### M2 wires, run 1

Cells faint in the background.
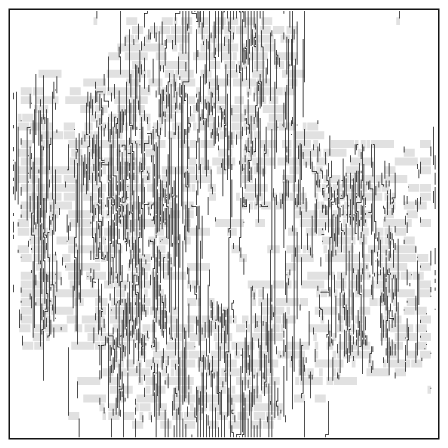
### Met4 routing, run 1

Scale bar: 50 um. Cells faint in the background.
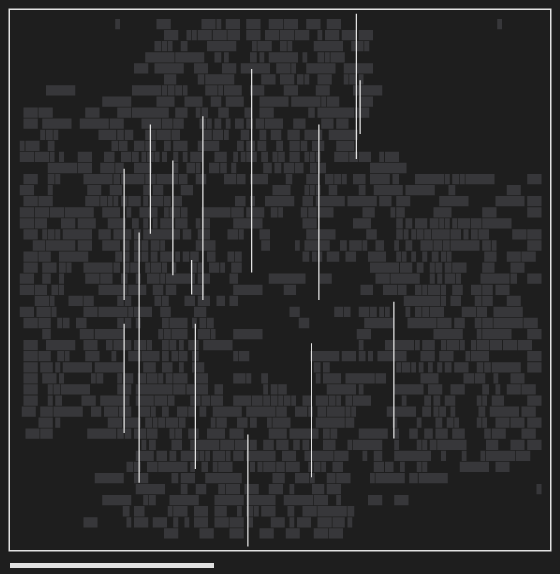
### Signal wires by layer, run 1

Two of the layers only.
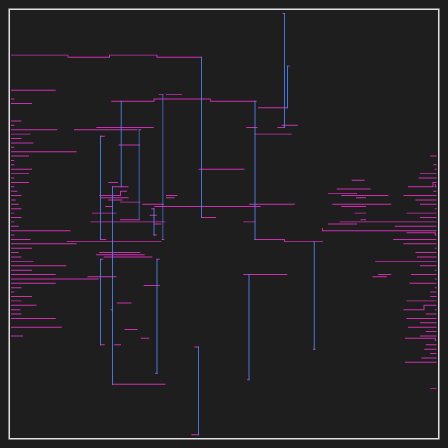
**src/rtl/experiment5_store_sequencer.sv**
```systemverilog
// Copies a run of register-file entries into consecutive RAM words, reading each
// word back to verify it and accumulating a checksum of everything written.
module experiment5_store_sequencer #(
    parameter int DATA_W = 32,
    parameter int REG_AW = 5,
    parameter int MEM_AW = 6
) (
    input  logic                clk_m,
    input  logic                Reset,
    input  logic                Start,
    input  logic [REG_AW-1:0]   Reg_Start_Addr,
    input  logic [MEM_AW+1:0]   Mem_Start_Addr,
    input  logic [5:0]          Count,
    output logic [REG_AW-1:0]   R_Addr_B,
    input  logic [DATA_W-1:0]   R_Data_B,
    output logic [MEM_AW+1:0]   Mem_Addr,
    output logic                Mem_Write,
    output logic [DATA_W-1:0]   Write_Data,
    input  logic [DATA_W-1:0]   Read_Data,
    output logic                Busy,
    output logic                Done,
    output logic                Mismatch,
    output logic [MEM_AW+1:0]   Fail_Addr,
    output logic [DATA_W-1:0]   Checksum
);

    typedef enum logic [2:0] {
        IDLE  = 3'd0,
        LOAD  = 3'd1,
        WRITE = 3'd2,
        READ  = 3'd3,
        CMP   = 3'd4,
        DONE  = 3'd5
    } state_t;

    state_t              state_reg;
    logic [REG_AW-1:0]   reg_ptr_reg;
    logic [MEM_AW-1:0]   mem_ptr_reg;
    logic [5:0]          remaining_reg;
    logic [DATA_W-1:0]   data_q_reg;
    logic [DATA_W-1:0]   checksum_reg;
    logic                mismatch_reg;
    logic [MEM_AW+1:0]   fail_addr_reg;
    logic                busy_reg;
    logic                done_reg;
    logic                mem_write_reg;

    always_ff @(posedge clk_m) begin
        if (Reset) begin
            state_reg     <= IDLE;
            reg_ptr_reg   <= '0;
            mem_ptr_reg   <= '0;
            remaining_reg <= '0;
            data_q_reg    <= '0;
            checksum_reg  <= '0;
            mismatch_reg  <= 1'b0;
            fail_addr_reg <= '0;
            busy_reg      <= 1'b0;
            done_reg      <= 1'b0;
            mem_write_reg <= 1'b0;
        end else begin
            done_reg      <= 1'b0;
            mem_write_reg <= 1'b0;
            case (state_reg)
                IDLE: begin
                    if (Start) begin
                        mismatch_reg  <= 1'b0;
                        fail_addr_reg <= '0;
                        checksum_reg  <= '0;
                        busy_reg      <= 1'b1;
                        if (Count != 6'd0) begin
                            reg_ptr_reg   <= Reg_Start_Addr;
                            mem_ptr_reg   <= Mem_Start_Addr[MEM_AW+1:2];
                            remaining_reg <= Count;
                            state_reg     <= LOAD;
                        end else begin
                            done_reg  <= 1'b1;
                            state_reg <= DONE;
                        end
                    end
                end
                LOAD: begin
                    data_q_reg    <= R_Data_B;
                    mem_write_reg <= 1'b1;
                    state_reg     <= WRITE;
                end
                WRITE: begin
                    checksum_reg <= checksum_reg + data_q_reg;
                    state_reg    <= READ;
                end
                READ: begin
                    state_reg <= CMP;
                end
                CMP: begin
                    // Read_Data now reflects the address held through WRITE and READ
                    if ((Read_Data != data_q_reg) && !mismatch_reg) begin
                        mismatch_reg  <= 1'b1;
                        fail_addr_reg <= {mem_ptr_reg, 2'b00};
                    end
                    reg_ptr_reg   <= reg_ptr_reg + REG_AW'(1);
                    mem_ptr_reg   <= mem_ptr_reg + MEM_AW'(1);
                    remaining_reg <= remaining_reg - 6'd1;
                    if (remaining_reg == 6'd1) begin
                        done_reg  <= 1'b1;
                        state_reg <= DONE;
                    end else begin
                        state_reg <= LOAD;
                    end
                end
                DONE: begin
                    busy_reg  <= 1'b0;
                    state_reg <= IDLE;
                end
                default: begin
                    busy_reg  <= 1'b0;
                    state_reg <= IDLE;
                end
            endcase
        end
    end

    assign R_Addr_B   = reg_ptr_reg;
    assign Mem_Addr   = {mem_ptr_reg, 2'b00};
    assign Mem_Write  = mem_write_reg;
    assign Write_Data = data_q_reg;
    assign Busy       = busy_reg;
    assign Done       = done_reg;
    assign Mismatch   = mismatch_reg;
    assign Fail_Addr  = fail_addr_reg;
    assign Checksum   = checksum_reg;

endmodule

```
**config.mk**
```make
export PLATFORM = sky130hd
export DESIGN_NAME = experiment5_store_sequencer
export DESIGN_NICKNAME = d
export VERILOG_FILES = /design/src/rtl/experiment5_store_sequencer.sv
export SDC_FILE = /design/constraint.sdc
export NUM_CORES = 1
export LEC_CHECK = 0
export CORE_MARGIN = 2
export CORE_UTILIZATION = 35
export CTS_CLUSTER_SIZE = 8
export DETAILED_ROUTE_END_ITERATION = 16
export GPL_ROUTABILITY_DRIVEN = 0
export PLACE_DENSITY = 0.69
export SLEW_MARGIN = 0
export SYNTH_ARGS = -nofsm -noshare
export SYNTH_HDL_FRONTEND = slang
export SYNTH_SLANG_ARGS = --single-unit
```
**constraint.sdc**
```tcl
create_clock -name clk_m -period 3.09 [get_ports clk_m]
set_input_delay 0.927 -clock clk_m [delete_from_list [all_inputs] [get_ports clk_m]]
set_output_delay 0.927 -clock clk_m [all_outputs]
set_load 0.02 [all_outputs]
```
==> flow_metrics.env, run 1 <==
# implementation run metrics
export IMPL_met3_length_um=1220
export IMPL_cts_root_buf="clkbuf_16"
export IMPL_layout_drive_gt1_share_pct=7.50
export IMPL_grt_first_pass_wirelength_um=30700
export IMPL_cp_max_fo=4
export IMPL_grt_util_all_layers_pct=22.1
export IMPL_setup_worst_path_class="flip-flop to flip-flop"
export IMPL_leakagePower_nw=3.23
export IMPL_synth_dominant_cell_count="nand2_1"
export IMPL_drv_max_cap_violation_count=0
export IMPL_rows=47
export IMPL_worstPathCellList="ha_1, inv_1, fa_1, nand2b_2, a21oi_1, o21a_1, o2111ai_2, or4b_1, and3_4, or3_1, a32o_1"
export IMPL_finalCoreUtilization_pct=49.6
export IMPL_yosys_register_bits=94
export IMPL_ant_nets=0
export IMPL_final_setup_worst_slack_ns=0.196
export IMPL_worst_clock_skew_ns=0.0113
export IMPL_holdWs_ns=0.469
export IMPL_crit_required_ns=3.33
export IMPL_placement_setup_worst_slack_ns=0.112
export IMPL_core_region_area_um2=16400
export IMPL_power_after_layout_mw=3.41
export IMPL_detail_route_wirelength_met1_um=8720
export IMPL_worst_setup_path_start_kind="flip-flop"
export IMPL_cts_repair_resize_count=0
export IMPL_dieWidth_um=133
export IMPL_avgSynthCellArea_um2=7.71
export IMPL_grt_start_max_net_pins=60
export IMPL_ys_seq_share_pct=32.5
export IMPL_dieArea_um2=17600
export IMPL_met2RoutedLength_um=8940
export IMPL_p_per_area_nw_per_um2=419
export IMPL_routed_top_layer="met4"
export IMPL_antenna_found_initial=0
export IMPL_main_area_contributors="dfxtp_1 32%, nand2_1 8.0%, ha_1 7.6%, a21oi_1 6.9%, xor2_1 5.6%"
export IMPL_antenna_diode_count=0
export IMPL_yosys_area_um2=5790
export IMPL_die_height_um=133
export IMPL_synthDominantCellAreaShare_pct=32.5
export IMPL_ys_dominant_reg_cell="dfxtp_1"
export IMPL_synth_edff_count=0
export IMPL_area_growth_syn_to_layout_pct=40.6
export IMPL_pre_place_util_pct=35.3
export IMPL_drt_first_iter_violations=354
export IMPL_final_max_slew_violation_count=0
export IMPL_first_global_vias=5861
export IMPL_slowest_cell_on_crit_path="or4b_1"
export IMPL_tool_warnings=29
export IMPL_layout_worst_path_cycle_share_pct=93.7
export IMPL_setup_violating_endpoint_count_in_the_final_report=0
export IMPL_power_switching_fraction_pct=32.4
export IMPL_vdd_drop_max_uv=292
export IMPL_avgRoutedWirePerCell_um=16.8
export IMPL_crit_arrival_ns=3.14
export IMPL_pin_count=175
export IMPL_cts_htree_levels=3
export IMPL_cts_sinks=94
export IMPL_routed_wl_um=19400
export IMPL_clk_transition_reported_paths_ns=0.06
export IMPL_place_area_um2=7850
export IMPL_run_status="completed"
export IMPL_final_period_minus_worst_setup_slack_ns=2.89
export IMPL_report_final_hold_viol_count=0
export IMPL_post_synth_num_cell_types=71
export IMPL_portion_of_total_power_attributed_to_sequential_cells_pct=40.7
export IMPL_portion_of_total_power_attributed_to_combinational_logic_pct=27.8
export IMPL_mapped_area_um2=5790
-- 'M2 wires' (at the start) --
main direction	vertical
nets with wire on the layer	877
via count: 6125
met2 Usage GRT: 36.2%

-- 'Met4 routing' (at the start) --
main direction	vertical
wire length on this layer	496 um
nets with wire on the layer	12
share of all routed wire	2.6%
longest straight run	61.2 um

-- 'Signal wires by layer' (at the start) --
colour	layer	wire length
magenta	met3	1220 um
blue	met4	496 um

-- run 1: routing by layer --
metal,GRT usage (%),vias up
li1,-,3044
met1,28.5,2826
met2,36.2,222
met3,4.48,33
met4,8.66,0
met5,0,-
-- run 1: layout by cell type (no fill, tap or decap), types with 6 or more instances in the layout --
cell type	count
nor4_1	11
inv_1	23
nand2b_1	6
nand2_1	123
a21oi_1	80
a21o_1	14
a211oi_1	10
a32o_1	6
clkbuf_16	9
clkdlybuf4s50_1	167
o21ai_0	35
buf_4	33
nand4_1	7
nor2_1	61
or3_1	7
a221oi_1	8
nor3_1	13
dfxtp_1	94
a31oi_1	11
nand3_1	31
xor2_1	37
ha_1	35
xnor2_1	13
-- run 1: path summary, 6_finish.rpt --
check | from | end | slack [ns] | depth (start not counted)
max | Write_Data[0] | Checksum[26] | 0.20 | 11
min reg2reg | Checksum[25] | Checksum[25] | 0.47 | 2
max reg2reg | Write_Data[0] | Checksum[26] | 0.20 | 11
min | Checksum[25] | Checksum[25] | 0.47 | 2
-- run 1: power by group through the flow --
| stage | Clock [mW] | Sequential, mW | Combinational, mW |
|---|---|---|---|
| floorplan | 0 | 1.46 | 0.447 |
| global placement | 0 | 1.41 | 0.936 |
| detailed placement | 0 | 1.42 | 0.942 |
| CTS | 1.10 | 1.39 | 0.948 |
| global route | 1.15 | 1.40 | 1.03 |
| finish | 1.07 | 1.39 | 0.948 |
-- run 1: worst max-delay path, delay by kind of cell, from the launching register on --
kind                     cells  cell delay, ns
AND-OR/OR-AND                4            0.82
AND/OR/NAND/NOR              4            1.15
adder cells (fa/ha/maj)      2            0.39
flip-flops                   1            0.35
buffers and inverters        1            0.07
-- run 1: logic make-up after synthesis --
kind of cell | count (synthesis) | synth area share (%)
other | 1 | 0.0647
muxes | 1 | 0.194
buffers and inverters | 61 | 4.41
AOI/OAI and AO/OA | 214 | 23.7
xor gates and xnor gates | 50 | 7.56
DFF | 94 | 32.5
adders and majority gates | 36 | 7.90
and+or+nand+nor | 294 | 23.7
-- run 1: layout make-up --
class | count | area (um2)
Multi-Input combinational cell | 599 | 3700
Clock inverter | 3 | 18.8
Tap cell | 220 | 275
Clock buffer | 13 | 260
Fill cell | 1615 | 8260
Timing Repair Buffer | 201 | 1920
Sequential cell | 94 | 1880
Inverter | 23 | 86.3
==> run 1 -> run 2 <==
Settings changed: REMOVE_ABC_BUFFERS set to 1.
### M2 wires, run 2

Cells faint in the background.
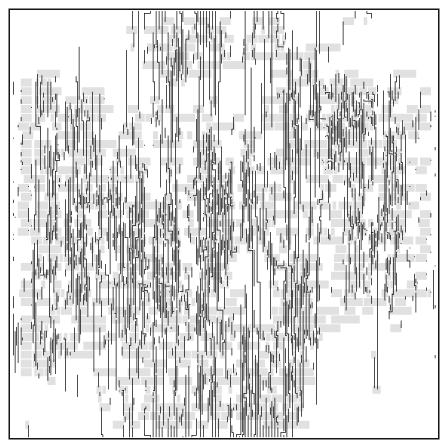
wire length on this layer	8640 um
longest straight run	67.5 um
main direction	vertical
nets with wire on the layer	857
share of all routed wire	47%

==> run 2 against run 1 <==
Highest routed layer unchanged. Largest cell class unchanged. Sequential cell count did not move. Non-clock buffer count down 7. Design area fell by 0.28%. Power is 1.2% higher. Sequential power about the same. Register-to-register slack got worse by 0.03 ns. First-iteration DRC count decreased by 3.1%. Global-route usage is 1.1 points lower. Count of clock-buffer cells in the layout down 2.
==> flow_metrics.env, run 2 <==
# implementation run metrics
export IMPL_vdd_drop_max_uv=310
export IMPL_slowest_cell_on_crit_path="dfxtp_1"
export IMPL_layout_worst_path_cycle_share_pct=94.6
export IMPL_avgRoutedWirePerCell_um=16.1
export IMPL_timing_slew_headroom_pct=36.7
export IMPL_cts_post_setup_buffers_inserted=0
export IMPL_pin_count=175
export IMPL_yosys_area_um2=5790
export IMPL_synthDominantCellAreaShare_pct=32.5
export IMPL_worst_setup_path_start_kind="flip-flop"
export IMPL_antenna_found_initial=0
export IMPL_synth_cells=751
export IMPL_crit_required_ns=3.35
export IMPL_globalRoute_busiestLayer="met2"
export IMPL_most_common_cell_after_layout_fill_and_taps_aside="clkdlybuf4s50_1"
export IMPL_postCtsHoldBufs=0
export IMPL_leakagePower_nw=3.20
export IMPL_synth_yosys_warnings=0
export IMPL_hold_path_startpoint="Fail_Addr[2]"
export IMPL_maximum_clock_rate_mhz=342
export IMPL_dieWidth_um=133
export IMPL_report_final_hold_viol_count=0
export IMPL_dpl_hpwl_um=13800
export IMPL_reg2reg_slack_ns=0.17
export IMPL_final_max_slew_violation_count=0
export IMPL_portion_of_total_power_attributed_to_sequential_cells_pct=40.3
export IMPL_ys_seq_share_pct=32.5
export IMPL_synth_dominant_cell_count="nand2_1"
export IMPL_regToRegStartpoint="Write_Data[0]"
export IMPL_yosys_register_bits=94
export IMPL_drt_vias_per_instance=5.24
export IMPL_synth_edff_count=0
export IMPL_internal_cell_power_mw=2.35
export IMPL_grt_util_all_layers_pct=20.9
export IMPL_grt_start_max_net_pins=34
export IMPL_p_per_area_nw_per_um2=425
export IMPL_avgSynthCellArea_um2=7.71
export IMPL_first_global_vias=5707
export IMPL_cts_inserted_buffers=9
export IMPL_place_area_um2=7790
export IMPL_worst_r2r_path_depth=12
export IMPL_worst_clock_skew_ns=0.0109
export IMPL_layout_drive_gt1_share_pct=7.24
export IMPL_power_switching_mw=1.10
export IMPL_grt_first_pass_wirelength_um=29800
export IMPL_run_status="completed"
export IMPL_min_delay_worst_endpoint="Fail_Addr[2]"
export IMPL_tritoncts="yes"
export IMPL_tool_warnings=29
export IMPL_cts_root_buf="clkbuf_16"
export IMPL_ys_top_cells_by_count="123 x nand2_1, 94 x dfxtp_1, 80 x a21oi_1"
export IMPL_drt_pass1_iterations=5
export IMPL_netlist_top_cell_by_area="dfxtp_1"
export IMPL_cts_repair_resize_count=0
export IMPL_ys_cells=751
export IMPL_antenna_diode_count=0
export IMPL_cts_root_to_sink_buffers=2
export IMPL_crit_arrival_ns=3.18
export IMPL_worstPathCellList="ha_1, inv_1, fa_1, nand2b_2, a21oi_1, o21a_1, o211ai_1, a21o_1, a2111oi_1, buf_4, nor4_1, o31ai_1"
export IMPL_slew_worst_pin_ns=0.942
export IMPL_ant_nets=0
export IMPL_cts_sinks=94
export IMPL_main_area_contributors="dfxtp_1 32%, nand2_1 8.0%, ha_1 7.6%, a21oi_1 6.9%, xor2_1 5.6%"
export IMPL_ys_async_sr_fraction_pct=0
export IMPL_post_synth_num_cell_types=71
export IMPL_dieArea_um2=17600
export IMPL_gr_usage_met1_pct=26.4
export IMPL_worstReg2RegEnd="Checksum[28]"
export IMPL_commonest_cells_after_routing_fill_and_taps_aside="167 x clkdlybuf4s50_1, 122 x nand2_1, 94 x dfxtp_1, 79 x a21oi_1, 61 x nor2_1"
export IMPL_power_frac_clock_pct=33.3
export IMPL_drt_first_iter_violations=343
export IMPL_final_period_minus_worst_setup_slack_ns=2.92
export IMPL_holdPathStages=2
export IMPL_portion_of_total_power_attributed_to_combinational_logic_pct=26.4
export IMPL_power_switching_fraction_pct=31.8
export IMPL_area_growth_syn_to_layout_pct=40.2
export IMPL_cts_htree_levels=3
export IMPL_mapped_area_um2=5790
export IMPL_drv_max_cap_violation_count=0
export IMPL_design_area_um2=8120
export IMPL_finalCoreUtilization_pct=49.5
export IMPL_core_region_area_um2=16400
export IMPL_total_grt_overflow=0
export IMPL_die_height_um=133
export IMPL_grt_use_met2_pct=35.3
export IMPL_rows=47
export IMPL_setup_violating_endpoint_count_in_the_final_report=0
export IMPL_clk_transition_reported_paths_ns=0.07
export IMPL_grtUsageMet3_pct=6.17
export IMPL_setup_worst_path_class="flip-flop to flip-flop"
export IMPL_pre_place_util_pct=35.3
export IMPL_ys_dominant_reg_cell="dfxtp_1"
export IMPL_cp_max_fo=4
export IMPL_min_delay_path_class="flip-flop to flip-flop"
export IMPL_clk_latency_ns=0.36
export IMPL_place_port_buffers=168
export IMPL_remaining_drc_errors=0
### Met4 routing, run 2

Scale bar: 50 um. Cells faint in the background.
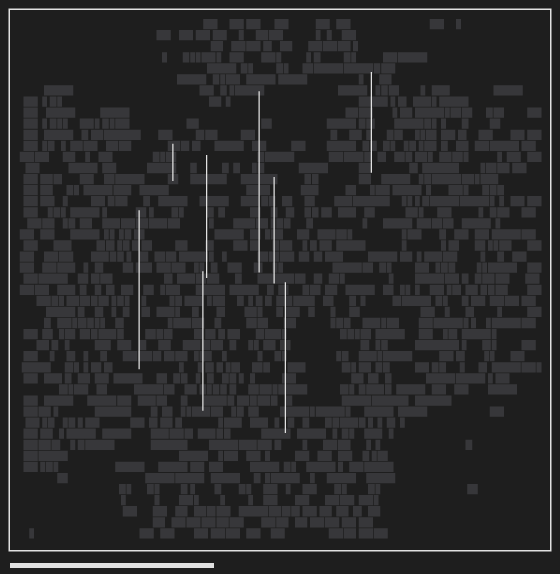
nets with wire on the layer	6
main direction	vertical
longest straight run	44.2 um
share of all routed wire	1.3%
wire length on this layer	243 um
via count: 6004
total wire length after detailed routing: 18500 um

run 2: cell counts after synthesis:
No cell type changed its count.
run 2: how the worst max path moves through the flow:
stage                             start           end  slack [ns]
final                     Write_Data[0]  Checksum[28]        0.17
after global routing      Write_Data[0]  Checksum[28]       -0.02
after CTS                 Write_Data[0]  Checksum[26]        0.15
after detailed placement   Read_Data[7]  Fail_Addr[2]        0.01
after global placement     Read_Data[7]  Fail_Addr[2]       0.003
after floorplan           Write_Data[0]  Checksum[26]        0.34
run 2: kinds of logic (layout without fill, tap and decap cells):
group	after synthesis	after routing	synth area share (%)
buf+inv	61	233	4.41
other cells	1	4	0.0647
flops	94	94	32.5
xor+xnor	50	50	7.56
simple gates	294	294	23.7
fa+ha+maj	36	36	7.90
compound gates	214	214	23.7
mux	1	1	0.194
run 2: power groups by stage:
stage	combinational, mW	sequential (mW)	clock, mW
after floorplan	0.404	1.47	0
after global placement	0.903	1.42	0
after detailed placement	0.910	1.42	0
after CTS	0.915	1.39	1.17
after global routing	0.996	1.41	1.22
final	0.911	1.39	1.15
run 2: metal layers:
metal	up-vias	wire, um
li1	3025	-
met1	2779	8280
met2	182	8640
met3	18	1290
met4	0	242
met5	-	0
run 2: critical path, delay by kind of cell, from the launching register on:
family / cells / cell delay (ns)
AND-OR/OR-AND: 6 / 1.36
adder cells (fa/ha/maj): 2 / 0.57
buffers and inverters: 2 / 0.24
flip-flops: 1 / 0.40
AND/OR/NAND/NOR: 2 / 0.25
run 2: final cells by class:
cell class                      instances  area (um2)
Fill cell                            1601        8290
Multi-Input combinational cell        599        3700
Sequential cell                        94        1880
Timing Repair Buffer                  194        1870
Tap cell                              220         275
Clock buffer                           11         243
Inverter                               23        86.3
Clock inverter                          5        58.8
run 2: per-stage QoR:
stage | power, mW | instances | setup WS, ns | TNS, ns | hold slack [ns]
floorplan | 1.88 | 716 | 0.343 | 0 | 0.466
detailed placement | 2.33 | 1130 | 0.0137 | 0 | 0.466
finish | 3.45 | 1146 | 0.168 | 0 | 0.472
CTS | 3.48 | 1146 | 0.148 | 0 | 0.475
global route | 3.62 | 1146 | -0.0245 | -0.0245 | 0.504
global placement | 2.32 | 1130 | 0.00268 | 0 | 0.459
Power is estimated from default activity; no workload was simulated.
